**Run 1: clock routing**

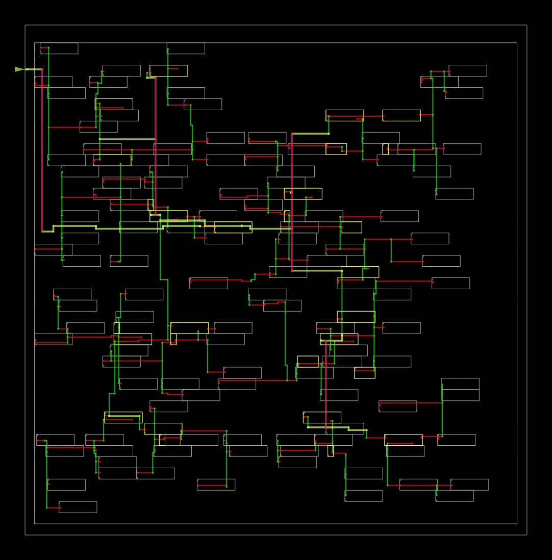
**Run 1: clock distribution**

Bar = 20 µm.
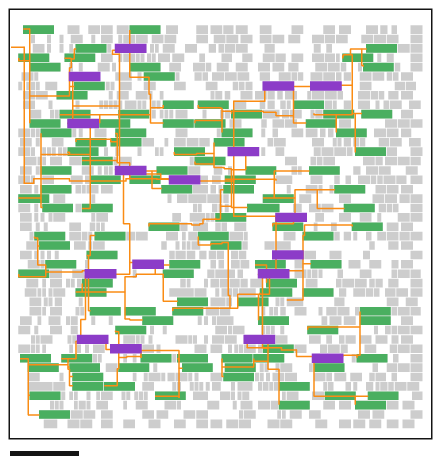
**Run 1: where the registers sit**

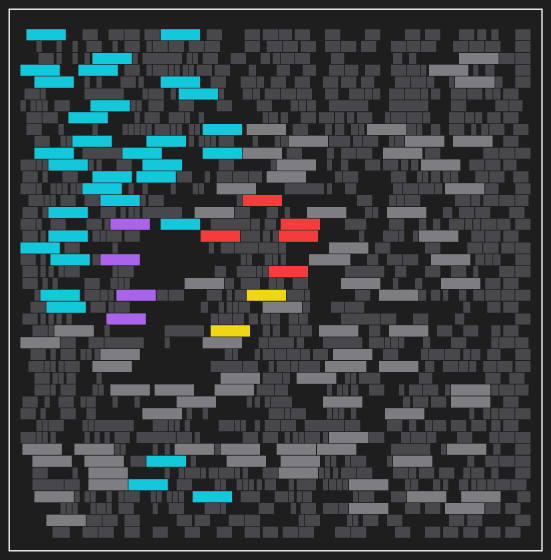
File: src/rtl/bus_bridge_pkg.sv
// Shared definitions for the multi-channel system bus bridge.
//   - state_e          : bridge FSM encoding (IDLE, ACCESS, RESP, ERR_RESP)
//   - DATA_W           : bus data/address width
//   - *_LO / *_HI      : default address map (DM, TIMER0, TIMER1, INT)
//   - DEF_SLV_LO/HI    : default map flattened, slot k = bits [32k+31:32k]
//   - in_window()      : inclusive unsigned window compare
package bus_bridge_pkg;

  localparam int DATA_W = 32;

  typedef enum logic [1:0] {
    IDLE     = 2'd0,
    ACCESS   = 2'd1,
    RESP     = 2'd2,
    ERR_RESP = 2'd3
  } state_e;

  localparam logic [DATA_W-1:0] DM_LO     = 32'h0000_0000;
  localparam logic [DATA_W-1:0] DM_HI     = 32'h0000_2fff;
  localparam logic [DATA_W-1:0] TIMER0_LO = 32'h0000_7f00;
  localparam logic [DATA_W-1:0] TIMER0_HI = 32'h0000_7f0b;
  localparam logic [DATA_W-1:0] TIMER1_LO = 32'h0000_7f10;
  localparam logic [DATA_W-1:0] TIMER1_HI = 32'h0000_7f1b;
  localparam logic [DATA_W-1:0] INT_LO    = 32'h0000_7f20;
  localparam logic [DATA_W-1:0] INT_HI    = 32'h0000_7f23;

  localparam logic [4*DATA_W-1:0] DEF_SLV_LO = {INT_LO, TIMER1_LO, TIMER0_LO, DM_LO};
  localparam logic [4*DATA_W-1:0] DEF_SLV_HI = {INT_HI, TIMER1_HI, TIMER0_HI, DM_HI};

  function automatic logic in_window(logic [DATA_W-1:0] a,
                                     logic [DATA_W-1:0] lo,
                                     logic [DATA_W-1:0] hi);
    return (a >= lo) && (a <= hi);
  endfunction

endpackage

File: src/rtl/bus_bridge_mc_if.sv
// Bus bundle between the CPU memory stage, the bridge and its slaves.
//   CPU side  : cpu_req, cpu_we, cpu_addr, cpu_wdata, cpu_byteen -> bridge
//               cpu_ready, cpu_rdata, cpu_err                    <- bridge
//   Slave side: slv_sel, slv_we, slv_addr, slv_wdata, slv_byteen <- bridge
//               slv_rdata (flattened NUM_SLV*32), slv_ack        -> bridge
// Modports:
//   master : the environment (CPU plus attached slaves)
//   slave  : the bridge itself
interface bus_bridge_mc_if #(parameter int NUM_SLV = 4);
  import bus_bridge_pkg::*;

  logic                      cpu_req;
  logic                      cpu_we;
  logic [DATA_W-1:0]         cpu_addr;
  logic [DATA_W-1:0]         cpu_wdata;
  logic [3:0]                cpu_byteen;
  logic                      cpu_ready;
  logic [DATA_W-1:0]         cpu_rdata;
  logic                      cpu_err;

  logic [NUM_SLV-1:0]        slv_sel;
  logic                      slv_we;
  logic [DATA_W-1:0]         slv_addr;
  logic [DATA_W-1:0]         slv_wdata;
  logic [3:0]                slv_byteen;
  logic [NUM_SLV*DATA_W-1:0] slv_rdata;
  logic [NUM_SLV-1:0]        slv_ack;

  modport master (
    output cpu_req, cpu_we, cpu_addr, cpu_wdata, cpu_byteen,
    input  cpu_ready, cpu_rdata, cpu_err,
    input  slv_sel, slv_we, slv_addr, slv_wdata, slv_byteen,
    output slv_rdata, slv_ack
  );

  modport slave (
    input  cpu_req, cpu_we, cpu_addr, cpu_wdata, cpu_byteen,
    output cpu_ready, cpu_rdata, cpu_err,
    output slv_sel, slv_we, slv_addr, slv_wdata, slv_byteen,
    input  slv_rdata, slv_ack
  );

endinterface

File: src/rtl/bus_bridge_mc_addr_decoder.sv
// Combinational address decoder for the bus bridge.
//   addr_i : byte address to decode
//   hit_o  : one-hot slot hit; on overlapping windows the lowest slot wins
//   miss_o : no window matched
// Windows are given by parameters SLV_LO/SLV_HI, inclusive, unsigned.
module addr_decoder
  import bus_bridge_pkg::*;
#(
  parameter int                        NUM_SLV = 4,
  parameter logic [NUM_SLV*DATA_W-1:0] SLV_LO  = DEF_SLV_LO,
  parameter logic [NUM_SLV*DATA_W-1:0] SLV_HI  = DEF_SLV_HI
) (
  input  logic [DATA_W-1:0]  addr_i,
  output logic [NUM_SLV-1:0] hit_o,
  output logic               miss_o
);

  always_comb begin
    hit_o = '0;
    for (int k = 0; k < NUM_SLV; k++) begin
      if ((hit_o == '0) &&
          in_window(addr_i, SLV_LO[DATA_W*k +: DATA_W], SLV_HI[DATA_W*k +: DATA_W]))
        hit_o[k] = 1'b1;
    end
  end

  assign miss_o = ~|hit_o;

endmodule

File: src/rtl/bus_bridge_mc.sv
// Multi-channel system bus bridge: CPU memory stage to NUM_SLV slaves.
// One transaction at a time; decode in IDLE, wait for the selected slave's
// ack in ACCESS, return a registered one-cycle response.
// Ports:
//   clk      : system clock, rising edge
//   reset_n  : asynchronous active-low reset
//   bus      : bus_bridge_mc_if.slave (CPU request/response, slave bus)
// Optional (macro BUS_BRIDGE_ERR_LOG_EN):
//   err_clr  : one-cycle pulse clears the error log
//   err_addr : address of the most recent bus error
//   err_cnt  : number of bus errors, saturating at 255
//
// state    | meaning
// ---------+--------------------------------------------------------
// IDLE     | waiting for cpu_req; decode and latch request
// ACCESS   | slv_sel held, waiting for selected ack or timeout
// RESP     | cpu_ready pulse, data valid, no error
// ERR_RESP | cpu_ready pulse with cpu_err (unmapped or timed out)
module bus_bridge_mc
  import bus_bridge_pkg::*;
#(
  parameter int                        NUM_SLV = 4,
  parameter logic [NUM_SLV*DATA_W-1:0] SLV_LO  = DEF_SLV_LO,
  parameter logic [NUM_SLV*DATA_W-1:0] SLV_HI  = DEF_SLV_HI,
  parameter int                        TIMEOUT = 16
) (
  input  logic             clk,
  input  logic             reset_n,
  bus_bridge_mc_if.slave   bus
`ifdef BUS_BRIDGE_ERR_LOG_EN
  ,
  input  logic             err_clr,
  output logic [DATA_W-1:0] err_addr,
  output logic [7:0]       err_cnt
`endif
);

  // At least one bit so TIMEOUT=0 still elaborates; the counter is then unused.
  localparam int CNT_W = (TIMEOUT > 0) ? $clog2(TIMEOUT + 1) : 1;
  localparam logic [CNT_W-1:0] CNT_LAST = (TIMEOUT > 0) ? CNT_W'(TIMEOUT - 1) : '0;

  state_e             state_q;
  logic [CNT_W-1:0]   cnt_q;
  logic [NUM_SLV-1:0] sel_q;
  logic               we_q;
  logic [DATA_W-1:0]  addr_q;
  logic [DATA_W-1:0]  wdata_q;
  logic [3:0]         be_q;
  logic               ready_q;
  logic [DATA_W-1:0]  rdata_q;
  logic               err_q;

  logic [NUM_SLV-1:0] dec_hit;
  logic               dec_miss;
  logic               sel_ack;
  logic [DATA_W-1:0]  sel_rdata;
  logic               timeout_hit;

  addr_decoder #(
    .NUM_SLV (NUM_SLV),
    .SLV_LO  (SLV_LO),
    .SLV_HI  (SLV_HI)
  ) u_dec (
    .addr_i (bus.cpu_addr),
    .hit_o  (dec_hit),
    .miss_o (dec_miss)
  );

  // Acks from slaves that are not selected are masked off.
  assign sel_ack     = |(bus.slv_ack & sel_q);
  assign timeout_hit = (TIMEOUT != 0) && (cnt_q == CNT_LAST);

  always_comb begin
    sel_rdata = '0;
    for (int k = 0; k < NUM_SLV; k++) begin
      if (sel_q[k])
        sel_rdata = bus.slv_rdata[DATA_W*k +: DATA_W];
    end
  end

  always_ff @(posedge clk or negedge reset_n) begin
    if (!reset_n) begin
      state_q <= IDLE;
      cnt_q   <= '0;
      sel_q   <= '0;
      we_q    <= 1'b0;
      addr_q  <= '0;
      wdata_q <= '0;
      be_q    <= '0;
      ready_q <= 1'b0;
      rdata_q <= '0;
      err_q   <= 1'b0;
    end else begin
      // Response outputs are single-cycle pulses.
      ready_q <= 1'b0;
      rdata_q <= '0;
      err_q   <= 1'b0;
      case (state_q)
        IDLE: begin
          if (bus.cpu_req) begin
            addr_q  <= bus.cpu_addr;
            wdata_q <= bus.cpu_wdata;
            be_q    <= bus.cpu_we ? bus.cpu_byteen : 4'h0;
            cnt_q   <= '0;
            if (dec_miss) begin
              state_q <= ERR_RESP;
              we_q    <= 1'b0;
              ready_q <= 1'b1;
              err_q   <= 1'b1;
            end else begin
              state_q <= ACCESS;
              we_q    <= bus.cpu_we;
              sel_q   <= dec_hit;
            end
          end
        end
        ACCESS: begin
          if (sel_ack) begin
            state_q <= RESP;
            sel_q   <= '0;
            we_q    <= 1'b0;
            ready_q <= 1'b1;
            rdata_q <= we_q ? '0 : sel_rdata;
          end else if (timeout_hit) begin
            state_q <= ERR_RESP;
            sel_q   <= '0;
            we_q    <= 1'b0;
            ready_q <= 1'b1;
            err_q   <= 1'b1;
          end else if (cnt_q != '1) begin
            cnt_q <= cnt_q + 1'b1;
          end
        end
        RESP:     state_q <= IDLE;
        ERR_RESP: state_q <= IDLE;
        default:  state_q <= IDLE;
      endcase
    end
  end

  assign bus.cpu_ready  = ready_q;
  assign bus.cpu_rdata  = rdata_q;
  assign bus.cpu_err    = err_q;
  assign bus.slv_sel    = sel_q;
  assign bus.slv_we     = we_q;
  assign bus.slv_addr   = addr_q;
  assign bus.slv_wdata  = wdata_q;
  assign bus.slv_byteen = be_q;

`ifdef BUS_BRIDGE_ERR_LOG_EN
  logic               err_event;
  logic [DATA_W-1:0]  err_event_addr;
  logic [DATA_W-1:0]  err_addr_q;
  logic [7:0]         err_cnt_q;

  // Logged on the edge that enters ERR_RESP so the log is current during
  // the error response cycle.
  assign err_event = ((state_q == IDLE) && bus.cpu_req && dec_miss) ||
                     ((state_q == ACCESS) && !sel_ack && timeout_hit);
  assign err_event_addr = (state_q == IDLE) ? bus.cpu_addr : addr_q;

  always_ff @(posedge clk or negedge reset_n) begin
    if (!reset_n) begin
      err_addr_q <= '0;
      err_cnt_q  <= '0;
    end else if (err_event) begin
      err_addr_q <= err_event_addr;
      if (err_clr)
        err_cnt_q <= 8'd1;
      else if (err_cnt_q != 8'hff)
        err_cnt_q <= err_cnt_q + 8'd1;
    end else if (err_clr) begin
      err_addr_q <= '0;
      err_cnt_q  <= '0;
    end
  end

  assign err_addr = err_addr_q;
  assign err_cnt  = err_cnt_q;
`endif

endmodule

File: src/flat_wrapper.sv
// flat-port wrapper written by rule: the top's interface ports become plain ports
module bus_bridge_mc_flat import bus_bridge_pkg::*;
#(
  parameter int                        NUM_SLV = 4,
  parameter logic [NUM_SLV*DATA_W-1:0] SLV_LO  = DEF_SLV_LO,
  parameter logic [NUM_SLV*DATA_W-1:0] SLV_HI  = DEF_SLV_HI,
  parameter int                        TIMEOUT = 16
)
  (clk, reset_n, bus_cpu_req, bus_cpu_we, bus_cpu_addr, bus_cpu_wdata, bus_cpu_byteen, bus_cpu_ready, bus_cpu_rdata, bus_cpu_err, bus_slv_sel, bus_slv_we, bus_slv_addr, bus_slv_wdata, bus_slv_byteen, bus_slv_rdata, bus_slv_ack);
  bus_bridge_mc_if #(.NUM_SLV(NUM_SLV)) bus_i ();
  input  logic clk;
  input  logic reset_n;
  input wire logic [$bits(bus_i.cpu_req)-1:0] bus_cpu_req;
  input wire logic [$bits(bus_i.cpu_we)-1:0] bus_cpu_we;
  input wire logic [$bits(bus_i.cpu_addr)-1:0] bus_cpu_addr;
  input wire logic [$bits(bus_i.cpu_wdata)-1:0] bus_cpu_wdata;
  input wire logic [$bits(bus_i.cpu_byteen)-1:0] bus_cpu_byteen;
  output wire logic [$bits(bus_i.cpu_ready)-1:0] bus_cpu_ready;
  output wire logic [$bits(bus_i.cpu_rdata)-1:0] bus_cpu_rdata;
  output wire logic [$bits(bus_i.cpu_err)-1:0] bus_cpu_err;
  output wire logic [$bits(bus_i.slv_sel)-1:0] bus_slv_sel;
  output wire logic [$bits(bus_i.slv_we)-1:0] bus_slv_we;
  output wire logic [$bits(bus_i.slv_addr)-1:0] bus_slv_addr;
  output wire logic [$bits(bus_i.slv_wdata)-1:0] bus_slv_wdata;
  output wire logic [$bits(bus_i.slv_byteen)-1:0] bus_slv_byteen;
  input wire logic [$bits(bus_i.slv_rdata)-1:0] bus_slv_rdata;
  input wire logic [$bits(bus_i.slv_ack)-1:0] bus_slv_ack;
  assign bus_i.cpu_req = bus_cpu_req;
  assign bus_i.cpu_we = bus_cpu_we;
  assign bus_i.cpu_addr = bus_cpu_addr;
  assign bus_i.cpu_wdata = bus_cpu_wdata;
  assign bus_i.cpu_byteen = bus_cpu_byteen;
  assign bus_cpu_ready = bus_i.cpu_ready;
  assign bus_cpu_rdata = bus_i.cpu_rdata;
  assign bus_cpu_err = bus_i.cpu_err;
  assign bus_slv_sel = bus_i.slv_sel;
  assign bus_slv_we = bus_i.slv_we;
  assign bus_slv_addr = bus_i.slv_addr;
  assign bus_slv_wdata = bus_i.slv_wdata;
  assign bus_slv_byteen = bus_i.slv_byteen;
  assign bus_i.slv_rdata = bus_slv_rdata;
  assign bus_i.slv_ack = bus_slv_ack;
  bus_bridge_mc #(.NUM_SLV(NUM_SLV), .SLV_LO(SLV_LO), .SLV_HI(SLV_HI), .TIMEOUT(TIMEOUT)) u_core (.clk(clk), .reset_n(reset_n), .bus(bus_i));
endmodule
File: config.mk
export PLATFORM = sky130hd
export DESIGN_NAME = bus_bridge_mc_flat
export DESIGN_NICKNAME = d
export VERILOG_FILES = /design/src/rtl/bus_bridge_pkg.sv /design/src/rtl/bus_bridge_mc_if.sv /design/src/rtl/bus_bridge_mc_addr_decoder.sv /design/src/rtl/bus_bridge_mc.sv /design/src/flat_wrapper.sv
export SDC_FILE = /design/constraint.sdc
export NUM_CORES = 1
export LEC_CHECK = 0
export CAP_MARGIN = 20
export CORE_AREA = 2 2 120 122
export CTS_CLUSTER_DIAMETER = 50
export CTS_CLUSTER_SIZE = 10
export DETAILED_ROUTE_END_ITERATION = 6
export DIE_AREA = 0 0 122 124
export PLACE_DENSITY_LB_ADDON = 0.05
export SLEW_MARGIN = 25
export SYNTH_ARGS = -nofsm -noshare
export SYNTH_HDL_FRONTEND = slang
export SYNTH_SLANG_ARGS = --single-unit
File: constraint.sdc
create_clock -name clk -period 3.7 [get_ports clk]
set_input_delay 1.11 -clock clk [delete_from_list [all_inputs] [get_ports clk]]
set_output_delay 1.11 -clock clk [all_outputs]
set_load 0.01 [all_outputs]
==> results.py, run 1 <==
# Metrics from the implementation run
metrics = {
    "final_timing": {
        "worstMarginPinSlew_ns": 0.987,
        "period_needed_ns": 2.82,
        "finalSetupViolations": 0,
    },
    "power": {
        "p_total_mw": 6.15,
        "intPower_mw": 4.03,
    },
    "setup_path": {
        "ff2ff_setup_slack_ns": 1.35,
        "critical-path-max-stage-delay_ns": 0.67,
        "startpoint_type": "flop",
        "crit_chain": "clkdlybuf4s50_1",
        "cp_num_buf_inv": 1,
        "startpoint": "u_core.bus.slv_sel[1]$_DFFE_PN0P_",
    },
    "placed_design": {
        "dp_hpwl_mm": 13.9,
        "portBuffers": 310,
    },
    "layout": {
        "final_nets": 1103,
        "clock_area_frac": 0.0560,
        "buffers_excl_clock": 319,
    },
    "status": {
        "status": "complete, no violations",
    },
    "synth": {
        "top_cells_by_count": "nand2_1 (205), dfrtp_1 (114), nor2_1 (39)",
        "area_leaders": "dfrtp_1 (54%), nand2_1 (15%), a221oi_1 (5.3%)",
        "yosysWarnings": 0,
    },
    "grt": {
        "grt_pass1_vias": 5197,
    },
    "hold_path": {
        "hold_class": "reg -> reg",
    },
    "drt": {
        "vias": 5393,
        "drt-pass1-iter-count": 4,
        "wl_mm": 18.8,
    },
}
Notes on 'clock routing' above:
TritonCTS Buffers: 17
Clk power: 1.41 mW
CLK BUF: 28
CTS sink cnt: 114
Latency at later pin: 0.41 ns

Notes on 'clock distribution' above:
- clock wires: orange (length 1500 µm)
- clock drivers: purple (count 17)
- flip-flops: green (count 114)
- routed clock nets: 18

Notes on 'where the registers sit' above:
- u_core.state_q: yellow (flops 2)
- u_core.bus.slv_byteen: purple (flops 4; where left middle)
- u_core.bus.slv_wdata: cyan (flops 32)
- u_core.cnt_q: red (flops 5; where middle)

==> run 1: power groups by stage <==
stage	Combinational, mW	Clock (mW)	Sequential (mW)
floorplan	1.07	0	2.18
global placement	2.70	0	1.99
detailed placement	2.77	0	2.01
CTS	2.78	1.45	1.99
global route	3.00	1.51	2.05
finish	2.74	1.41	1.99
==> run 1: stage by stage <==
stage	util	hold slack (ns)	cell area, µm²
after floorplan	-	0.497	5290
after global placement	0.622	0.449	8530
after detailed placement	0.622	0.461	8530
after CTS	0.659	0.473	9040
after global routing	0.659	0.489	9040
final	0.659	0.467	9040
==> run 1: per-layer routing <==
metal / up-vias / track usage / wire length, µm
met3: 23 / 0.0792 / 1510
met4: 0 / 0.0841 / 305
met2: 201 / 0.424 / 9740
met5: - / 0 / 0
li1: 2619 / - / -
met1: 2550 / 0.283 / 7250
**Run 1: placed cells, one color a class**

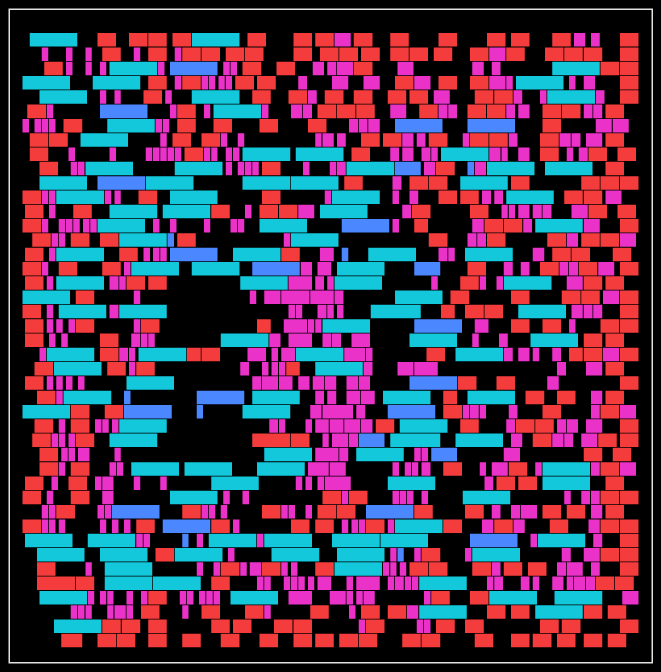

==> run 2: changes to the inputs <==
--- a/config.mk
+++ b/config.mk
@@ -6,11 +6,11 @@
 export NUM_CORES = 1
 export LEC_CHECK = 0
 export CAP_MARGIN = 20
-export CORE_AREA = 2 2 120 122
+export CORE_MARGIN = 1.5
+export CORE_UTILIZATION = 38
 export CTS_CLUSTER_DIAMETER = 50
 export CTS_CLUSTER_SIZE = 10
 export DETAILED_ROUTE_END_ITERATION = 6
-export DIE_AREA = 0 0 122 124
 export PLACE_DENSITY_LB_ADDON = 0.05
 export SLEW_MARGIN = 25
 export SYNTH_ARGS = -nofsm -noshare
==> constraint.sdc (replaced) <==
create_clock -name clk -period 2.6 [get_ports clk]
set_input_delay 0.78 -clock clk [delete_from_list [all_inputs] [get_ports clk]]
set_output_delay 0.78 -clock clk [all_outputs]
set_load 0.01 [all_outputs]
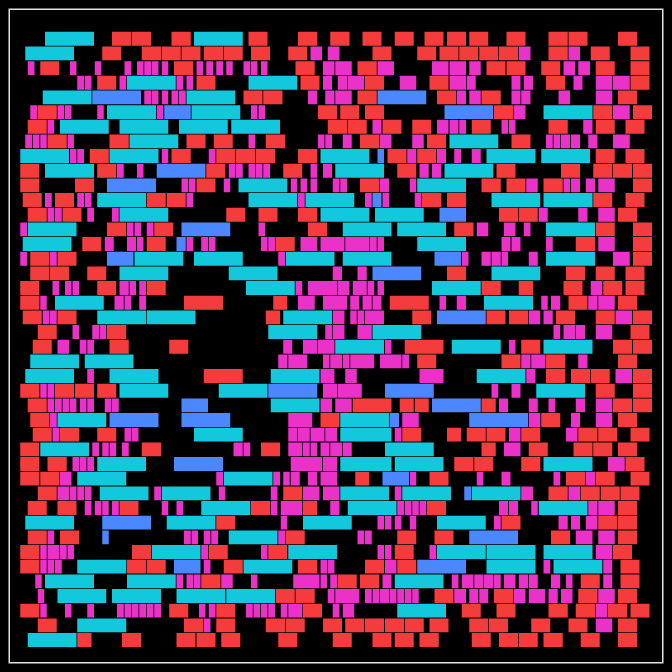
**Above:** run 2 (placed cells, one color a class).
- clock drivers and dummy loads: blue (cells 31; share of their area 6.4%)
- remaining buffers and delay cells: red (cells 325; share of their area 37%)
- combinational and other logic: magenta (cells 444; share of their area 25%)
- sequential cells: cyan (cells 114; share of their area 32%)

==> results.py, run 2 <==
# Metrics from the implementation run
metrics = {
    "synth": {
        "top_cells_by_count": "nand2_1 (205), dfrtp_1 (114), nor2_1 (39)",
        "area_leaders": "dfrtp_1 (54%), nand2_1 (15%), a221oi_1 (5.3%)",
        "yosysWarnings": 0,
        "topCombFamilyByArea": "simple AND/OR/NAND/NOR gates",
        "ys_seq_share": 0.540,
    },
    "cts": {
        "clk_latency_ns": 0.41,
        "clock-sinks": 114,
        "numCtsBuffers": 17,
    },
    "floorplan": {
        "pin_count": 311,
    },
    "layout": {
        "utilization": 0.686,
        "clock_area_frac": 0.0629,
        "n_clock_buffer": 27,
        "buffers_excl_clock": 325,
        "design_area_mm2": 0.00919,
    },
    "final_timing": {
        "min_period_over_period": 0.970,
        "finalSetupViolations": 0,
        "period_needed_ns": 2.52,
        "worstMarginPinSlew_ns": 0.558,
    },
    "grt": {
        "grt_pass1_vias": 5404,
        "grt.busiest_layer": "met2",
        "use_met1": 0.279,
        "grt_use_met2": 0.436,
    },
    "power": {
        "p_seq_frac": 0.313,
        "clock_power_share": 0.248,
        "intPower_mw": 5.98,
        "p_total_mw": 9.03,
    },
    "drt": {
        "met1_length_mm": 7.02,
        "met2_length_mm": 9.34,
        "vias": 5443,
        "wl_met3_mm": 1.41,
        "routed.top_layer": "met4",
        "wl_mm": 18.3,
    },
    "placed_design": {
        "place_inst": 1059,
        "portBuffers": 310,
        "dp_hpwl_mm": 13.7,
        "post_dp_cell_area_mm2": 0.00861,
    },
    "setup_path": {
        "r2r-end": "u_core.bus.slv_sel[0]$_DFFE_PN0P_",
        "startpoint_type": "flop",
        "startpoint": "u_core.bus.slv_sel[1]$_DFFE_PN0P_",
    },
    "status": {
        "status": "complete, no violations",
    },
}
==> run 2: power by group through the flow <==
stage	sequential, mW	combinational (mW)	clock (mW)
floorplan	3.11	1.52	0
CTS	2.82	4.02	2.29
finish	2.82	3.97	2.24
global placement	2.81	3.93	0
global route	2.91	4.33	2.37
detailed placement	2.84	3.99	0
==> run 2: through the flow <==
stage	hold slack (ns)	setup slack (ns)	TNS (ns)
3_3_place_gp	0.449	-0.00285	-0.00559
5_1_grt	0.386	0.00705	0
3_5_place_dp	0.459	-0.0449	-0.285
6_report	0.351	0.0775	0
2_1_floorplan	0.484	0.676	0
4_1_cts	0.365	0.0596	0
==> run 2: worst max-delay path: stages, from the launching register on <==
cell             delay (ns)
dfrtp_1                0.43
buf_4                  0.31
clkdlybuf4s50_1        0.59
**Run 2: clock routing**

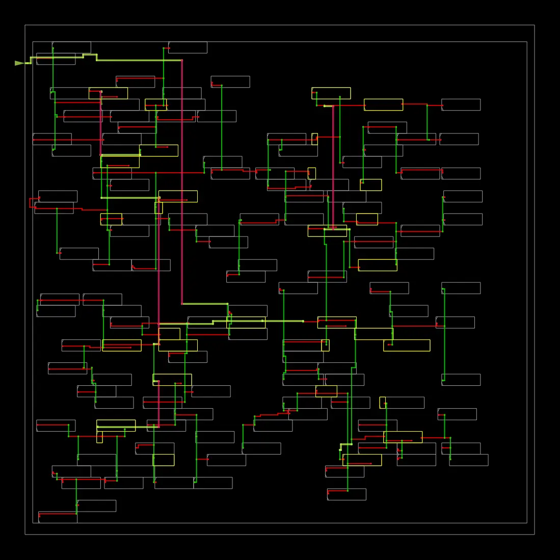

==> run 3: changes to the inputs <==
--- a/config.mk
+++ b/config.mk
@@ -15,4 +15,5 @@
 export SLEW_MARGIN = 25
 export SYNTH_ARGS = -nofsm -noshare
 export SYNTH_HDL_FRONTEND = slang
+export SYNTH_HIERARCHICAL = 1
 export SYNTH_SLANG_ARGS = --single-unit
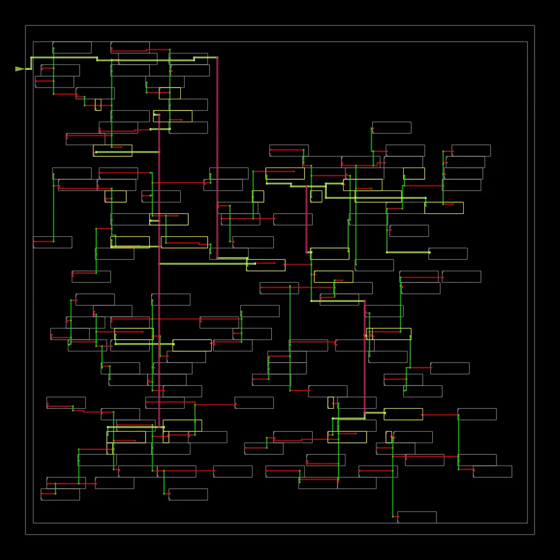
**Above:** run 3 (clock routing).
Worst Clk Skew: 0.00675 ns
Clk power: 2.23 mW

==> results.py, run 3 <==
# Metrics from the implementation run
metrics = {
    "setup_path": {
        "cp_num_buf_inv": 1,
        "startpoint_type": "input port",
        "critical-path-max-stage-delay_ns": 0.52,
        "r2r-end": "u_core/cnt_q[2]$_DFFE_PN0P_",
        "startpoint": "bus_cpu_addr[7]",
        "cp.depth": 9,
        "cp_slowest_cell": "or4_4",
        "crit_chain": "clkdlybuf4s50_1, or2_1, or4_4, nor3_4, a21oi_1, nor3b_4, a41o_1, nand2_1, o21ai_1",
    },
    "hold_path": {
        "hold_class": "in -> async",
    },
    "floorplan": {
        "pin_count": 311,
    },
    "drt": {
        "wl_met3_mm": 1.74,
        "met1_length_mm": 7.03,
        "wl_mm": 19.1,
        "met2_length_mm": 9.52,
        "routed.top_layer": "met4",
        "vias": 5518,
    },
    "synth": {
        "topCombFamilyByArea": "simple AND/OR/NAND/NOR gates",
        "top_cells_by_count": "nand2_1 (241), dfrtp_1 (114), inv_1 (35)",
        "yosysWarnings": 6,
        "area_leaders": "dfrtp_1 (54%), nand2_1 (17%), a211o_1 (5.3%)",
        "netlist_instances": 596,
        "post-synth-top-area-cell": "dfrtp_1",
        "ys_seq_share": 0.541,
        "ys_types": 42,
    },
    "status": {
        "status": "complete, no violations",
    },
    "layout": {
        "layout_top_cells": "clkdlybuf4s50_1 (298), nand2_1 (241), dfrtp_1 (112)",
        "drive_above_1_share": 0.0769,
    },
    "placed_design": {
        "portBuffers": 310,
        "dpl_worst_slack_ns": -0.631,
    },
    "final_timing": {
        "slew_headroom": 0.580,
        "timing.final.ws_setup_ns": 0.000779,
        "period_needed_ns": 2.60,
        "final.setup.tns_ns": 0,
        "worstMarginPinSlew_ns": 0.631,
        "finalHoldViolations": 0,
        "min_period_over_period": 1.00,
    },
    "cts": {
        "clock-sinks": 114,
        "numCtsBuffers": 17,
        "clk_latency_ns": 0.41,
    },
    "power": {
        "p_total_mw": 8.31,
    },
    "grt": {
        "grt_use_met2": 0.439,
        "use_met1": 0.279,
        "grt.busiest_layer": "met2",
    },
}
[run 3: cell type report]
cell class | count | area share
multi-input combinational | 405 | 0.234
sequential | 114 | 0.306
tap | 176 | 0.0236
clock inverter | 4 | 0.00804
timing repair buffer | 339 | 0.362
clock buffer | 26 | 0.0524
inverter | 35 | 0.0141
[run 3: stage by stage]
step	util	instance area, µm²	hold slack, ns	cells
floorplan	-	5280	0.484	596
global placement	0.648	8680	0.455	1068
detailed placement	0.648	8680	0.461	1068
CTS	0.692	9270	0.354	1099
global route	0.697	9340	0.376	1099
finish	0.697	9340	0.350	1099
[run 3: report_power, final]
part	switching [mW]	internal [mW]
Combinational	1.59	1.78
Sequential	0.343	2.36
Clock	0.753	1.47
Total	2.69	5.62

==> notes/layouts.md <==
Pictures saved along the way, in no particular order.

Selected gate families.
image #1
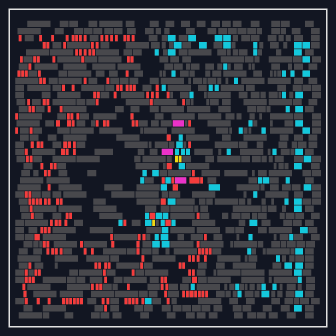
image #2
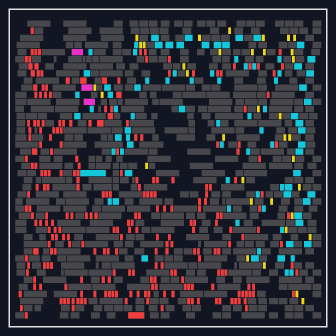
Image #1 is run 2.
Image #2 is run 3.

Key to image #1:
- inv cells: yellow (cells 3)
- nand cells: red (cells 219)
- aoi and oai cells: cyan (cells 92)
- fa/ha/maj cells: magenta (cells 3)

Power and IR drop assume default switching activity.
